Design aes_ct_release_guard, sky130hd; sources not shown.
==> run_1/met3.png <==
Bar = 50 um.
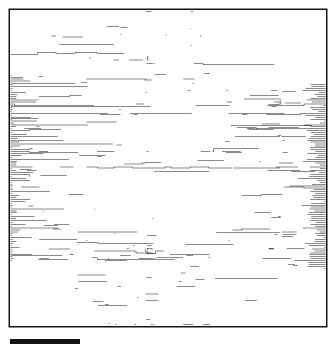
nets with wire on the layer: 284
longest straight run: 98.9 um
wire length on this layer: 4440 um
share of all routed wire: 7.6%
main direction: horizontal
met3 global-route usage: 0.0565
routed wire length: 58.3 mm
routed vias: 13433

==> run_1/met2.png <==
Cells faint in the background.
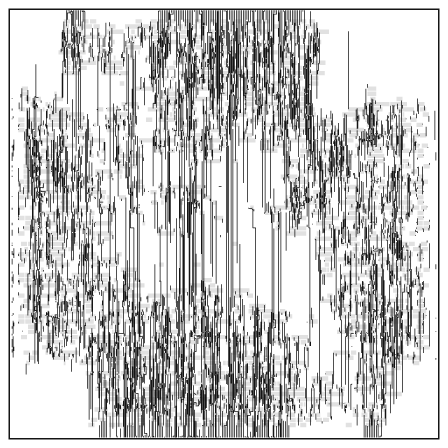
nets with wire on the layer: 1850
wire length on this layer: 27.4 mm
GR Layer Usage met2: 0.353

==> run_1/gate_families.png <==
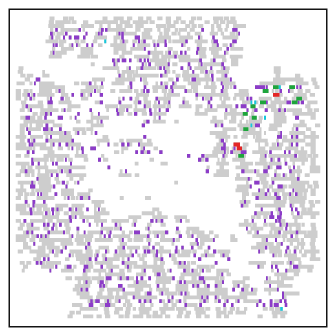
| color | family | cells | most used |
|---|---|---|---|
| cyan | inverters | 7 | inv_1 |
| green | multiplexers | 11 | mux2_2 |
| red | adder and majority cells | 3 | ha_1 |
| purple | NAND gates | 574 | nand2_1 |
Top cell excl fill/tap: clkdlybuf4s50_1
fraction of area in multi-input gates: 0.335

==> run summary, run 1 <==
run metrics: Max Slew Vio Count 144, Ports 404, antenna violations before repair 19, adder-cell share of the synthesized area 0.00248, clk cell area share 0.0545, Reg area 0.00696 sq mm, Clock Latency Late Sink 630 ps, Internal Power 1.67 mW, Non-clock buffers 419, Max VDD drop 0.0582 mV, Cell area leaders dfrtp_1 (49%), nand3_1 (9.2%), a21oi_1 (8.4%), Synth flops 278, setup ws final 3870 ps, CP endpoint kind async pin, chip width 225 um, top post-synthesis cells by count dfrtp_1 (278), nand2_1 (273), nand3_1 (259), ys flop type dfrtp_1, inverter count 7, fin nets 2196, Area Overhead vs Synth 38.6%, vias in the first global route 13469, Slowest Stage Delay on Critical Path 2380 ps, first-pass GRT wire length 85.8 mm, slowest stage cell, crit path clkbuf_1, failing checks max-capacitance violations, max-slew violations, grt ovf 0, Mux area share 0.00842, CP Depth 3, Main logic family simple AND/OR/NAND/NOR gates, most frequent cells in the layout clkdlybuf4s50_1 (401), dfrtp_1 (277), nand2_1 (271), residual DRC count 0, Clock Skews 26.6 ps, highest metal used met5, hold path cells 2, Final Hold Viols 0, Slew headroom -1.58, FMAX 0.135 GHz, wire length on met1 24.7 mm, DR WL/cell 22.6 um, fraction of area in registers 0.356, die area 0.0506 sq mm, WHS 477 ps, # Cells Yosys 1605, CP max FO 81, Post-Layout Cell Count 2584, sw frac 0.223, RSZ-0062 raised after global routing no, CP Data Required Time 11310 ps, max-cap violations 2, Final Core Density 0.420, Worst Hold Class flop to flop, simple share 0.257, power consumption 2.15 mW, Post-Syn Nets 1868, Cell variety after synth 41, critical-path cell list dlygate4sd3_1 > clkinvlp_2 > clkbuf_1, Most Crowded Layer GR met2, DP HPWL 41.3 mm, GR Util All Layers 0.222, ao+oa area frac 0.109, minimum clock period 7430 ps, Final GP Congestion 0.856, Via-to-Cell Ratio 5.20, transition time of the tightest slew-check pin 3850 ps, PortBufs 403, Synth area leader dfrtp_1, clk root buf clkbuf_8, Comb. pwr 119 uW, largest net degree at the start of global routing 133, Synth Area per Inst 8.80 sq um, core area 0.0466 sq mm, crit-path leading delay family buffers and inverters, status complete, but fails checks, register-to-register setup slack 7090 ps, Power Sequential 996 uW, Die Y 225 um, Leakage Power 8.22 nW, share of layout cells above drive strength 1 0.0683, met2 wire len 27.4 mm, number of DRC markers in iteration 0 1381, comb_multi_in 1177, CTS tree built, WS Path Type input pin to async pin, Pwr Density 110 mW/mm^2, DR WL met3 4.44 mm, Max clock buf depth 3, Rows 79, registers 278, placed cell count 2488, n_diodes 14, met1 Use GR 0.299, xor+xnor area frac 0.0838, CP bufs+invs 3, final period utilization 0.657, Worst-path clk slew 60 ps, Multi-input gate area 0.00655 sq mm, # H-tree levels 2, Top cell area share 0.493, Final Cell Area 0.0196 sq mm, Yosys top cell by instances dfrtp_1, top cell category sequential cells, Yosys chip area 0.0141 sq mm, buffering overhead 0.213, clock power share 0.481, WP data arrival 7440 ps, FFs w/ async S/R, synth 1.00, Ys Warns 0, placed inst area 0.0185 sq mm, clock sinks 278, Mapped Area 0.0141 sq mm, EDFF count, synth 0, Synth Seq Share 0.493, R2R depth 8, total CTS buffers 50, clkbuf count 72, post-route ant nets 0, Logic pwr share 0.055, Synth Instances 1605, post-route setup TNS 0 ps, fp util 0.303, pre-CTS setup slack 5820 ps, tool warnings 29, Final setup viols 0, crit start category input pin, drt pass-1 iters 5, n_taps 607, top power group the clock network, NetSw 479 uW, clk pwr 1.04 mW, Seq pwr share 0.463, fillers 4594
--- run 2 (diff from run 1) ---
==> constraint.sdc (replaced) <==
create_clock -name clk_i -period 6.75 [get_ports clk_i]
set_input_delay 1.35 -clock clk_i [delete_from_list [all_inputs] [get_ports clk_i]]
set_output_delay 1.35 -clock clk_i [all_outputs]
set_load 0.02 [all_outputs]
==> run 2 against run 1 <==
- the flow still finishes with violations (max-capacitance violations, max-slew violations)
- largest power group unchanged
- critical path type is now flop to output port
- sequential power is 68% higher
- critical endpoint is now ct_out_o[30]
- final cell count rose by 0.35%
- clock skew rose by 12 ps
==> run summary, run 2 <==
run metrics: Mux area share 0.00842 (unchanged), Seq pwr share 0.442 (-0.021), tool warnings 35 (+21%), Max clock buf depth 3 (unchanged), largest net degree at the start of global routing 163 (+23%), xor+xnor area frac 0.0838 (unchanged), fp util 0.303 (unchanged), Max Slew Vio Count 110 (-24%), minimum clock period 4770 ps, CP endpoint kind output port, Post-Layout Cell Count 2593 (+0.35%), crit-path leading delay family buffers and inverters, adder-cell share of the synthesized area 0.00248 (unchanged), Top cell excl fill/tap clkdlybuf4s50_1, grt ovf 0 (unchanged), highest metal used met5, Leakage Power 8.32 nW (+1.2%), CP bufs+invs 2 (-1), status complete, but fails checks, Worst Hold Class flop to flop, CP Data Required Time 5400 ps (-5910 ps), Power Sequential 1.67 mW (+68%), Final setup viols 0 (unchanged), Top cell area share 0.493 (unchanged), die area 0.0506 sq mm (unchanged), Area Overhead vs Synth 39.6%, fillers 4620 (+0.57%), Cell variety after synth 41 (unchanged), Internal Power 2.94 mW (+76%), Ys Warns 0 (unchanged), FFs w/ async S/R, synth 1.00 (unchanged), setup ws final 1980 ps (-1890 ps), WS Path Type flop to output port, buffering overhead 0.212 (-0.00107), met2 wire len 27.2 mm (-0.65%), final period utilization 0.707, failing checks max-capacitance violations, max-slew violations, chip width 225 um (unchanged), EDFF count, synth 0 (unchanged), Synth Seq Share 0.493 (unchanged), Cell area leaders dfrtp_1 (49%), nand3_1 (9.2%), a21oi_1 (8.4%), met1 Use GR 0.313 (+0.0137), n_diodes 7 (-7), Ports 404 (unchanged), Die Y 225 um (unchanged), top power group the clock network, ao+oa area frac 0.109 (unchanged), power consumption 3.77 mW (+75%), met3 global-route usage 0.0616 (+0.00508), post-route setup TNS 0 ps (unchanged), transition time of the tightest slew-check pin 2840 ps (-1020 ps), Pwr Density 191 mW/mm^2 (+74%), Logic pwr share 0.053 (-0.002), share of layout cells above drive strength 1 0.0763 (+0.00804), Yosys chip area 0.0141 sq mm (unchanged), Main logic family simple AND/OR/NAND/NOR gates, fin nets 2200 (+0.18%), n_taps 607 (unchanged), Synth area leader dfrtp_1, max-cap violations 1 (-1), Max VDD drop 0.0943 mV (+62%), WHS 501 ps (+24.0 ps), ys flop type dfrtp_1
==> run_2/met2.png <==
Cells faint in the background.
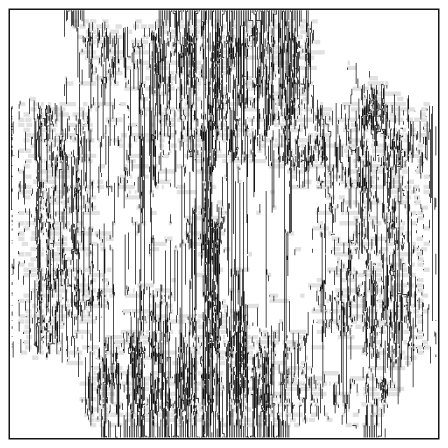
main direction: vertical
longest straight run: 129 um
nets with wire on the layer: 1815
routed vias: 13416
GR Layer Usage met2: 0.358

--- run 3 (diff from run 2) ---
==> constraint.sdc (replaced) <==
create_clock -name clk_i -period 4.4 [get_ports clk_i]
set_input_delay 0.88 -clock clk_i [delete_from_list [all_inputs] [get_ports clk_i]]
set_output_delay 0.88 -clock clk_i [all_outputs]
set_load 0.02 [all_outputs]
==> run_3/met3.png <==
Bar = 50 um.
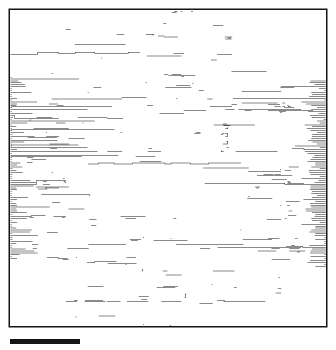
longest straight run: 76.4 um
main direction: horizontal
nets with wire on the layer: 290
routed vias: 13481
routed wire length: 59.2 mm
met3 global-route usage: 0.0504

==> run 3 against run 2 <==
- the flow still finishes with violations (max-capacitance violations, max-slew violations)
- count of clock-buffer cells in the layout is 5 lower
- setup slack got worse by 1400 ps
- first-iteration DRC count shrank 12%
- area after synthesis unchanged
- clock skew increased by 4.1 ps
- wire length decreased by 0.26%
- sequential share of layout area rose by 0.092 points
- global-route usage shrank 0.33 points
- combinational power up 54%
- sequential power up 53%
- power grew 46%
- critical path type unchanged
- critical endpoint unchanged
- largest power group unchanged
- highest routed layer unchanged
==> run summary, run 3 <==
run metrics: Worst Hold Class flop to flop, Final setup viols 0 (unchanged), Clock Skews 42.3 ps, Final Cell Area 0.0197 sq mm, Area Overhead vs Synth 39.3%, Slew headroom -0.0923, buffering overhead 0.217 (+0.00526), Final Hold Viols 0, chip width 225 um (unchanged), top post-synthesis cells by count dfrtp_1 (278), nand2_1 (273), nand3_1 (259), transition time of the tightest slew-check pin 1640 ps (-1200 ps), n_diodes 7 (unchanged), Comb. pwr 311 uW, DR WL met3 4.24 mm, total CTS buffers 51, Top cell area share 0.493 (unchanged), clk cell area share 0.0545, Leakage Power 8.29 nW (-0.36%), Logic pwr share 0.057 (+0.004), Worst-path clk slew 60 ps, Top cell excl fill/tap clkdlybuf4s50_1, Post-Layout Cell Count 2589 (-0.15%), grt ovf 0 (unchanged), Synth Instances 1605, power consumption 5.50 mW (+46%), CP endpoint kind output port, Mux area share 0.00842 (unchanged), placed cell count 2494, max-cap violations 1 (unchanged), Ports 404 (unchanged), highest metal used met5, minimum clock period 3870 ps, die area 0.0506 sq mm (unchanged), critical-path cell list buf_4 > and3_1 > clkdlybuf4s50_1, setup ws final 534 ps (-1450 ps), ao+oa area frac 0.109 (unchanged), crit-path leading delay family buffers and inverters, Mapped Area 0.0141 sq mm, EDFF count, synth 0 (unchanged), clkbuf count 79, CP bufs+invs 2 (unchanged), fillers 4589 (-0.67%), Max VDD drop 0.157 mV (+67%), CP Data Required Time 3520 ps (-1880 ps), top power group the clock network, post-route setup TNS 0 ps (unchanged), Synth Seq Share 0.493 (unchanged), Non-clock buffers 425, fraction of area in registers 0.354, PortBufs 403, clk root buf clkbuf_8, CP max FO 76, Via-to-Cell Ratio 5.21, placed inst area 0.0186 sq mm, FFs w/ async S/R, synth 1.00 (unchanged), register-to-register setup slack 680 ps, xor+xnor area frac 0.0838 (unchanged), DR WL/cell 22.9 um, largest net degree at the start of global routing 194 (+19%), Reg area 0.00696 sq mm, final period utilization 0.879, status complete, but fails checks, ys flop type dfrtp_1, Pwr Density 280 mW/mm^2 (+46%), slowest stage cell, crit path dfrtp_4, post-route ant nets 0, failing checks max-capacitance violations, max-slew violations, R2R depth 8, Most Crowded Layer GR met2, adder-cell share of the synthesized area 0.00248 (unchanged), n_taps 607 (unchanged), comb_multi_in 1177, vias in the first global route 13516, tool warnings 36 (+2.9%), met1 Use GR 0.308 (-0.00481), Main logic family simple AND/OR/NAND/NOR gates, antenna violations before repair 12, core area 0.0466 sq mm, Rows 79, Ys Warns 0 (unchanged), Multi-input gate area 0.00655 sq mm, Synth Area per Inst 8.80 sq um, # H-tree levels 2, WS Path Type flop to output port, CP Depth 3, Internal Power 4.26 mW (+45%), DP HPWL 41.6 mm, GR Util All Layers 0.225, Synth flops 278, fin nets 2203 (+0.14%), Cell area leaders dfrtp_1 (49%), nand3_1 (9.2%), a21oi_1 (8.4%), Yosys chip area 0.0141 sq mm (unchanged), WP data arrival 2990 ps, Cell variety after synth 41 (unchanged), met2 wire len 28.2 mm (+3.7%), Power Sequential 2.56 mW (+53%), first-pass GRT wire length 87.1 mm, GR Layer Usage met2 0.363 (+0.00487), WHS 499 ps (-1.42 ps), share of layout cells above drive strength 1 0.0744 (-0.00187), pre-CTS setup slack 806 ps, Seq pwr share 0.465 (+0.023), fp util 0.303 (unchanged), Max clock buf depth 3 (unchanged), inverter count 7, Die Y 225 um (unchanged), Post-Syn Nets 1868, Synth area leader dfrtp_1, CTS tree built, Max Slew Vio Count 61 (-45%), Final Core Density 0.422
Power figures rest on the tool's default switching activity, not on a simulated workload.
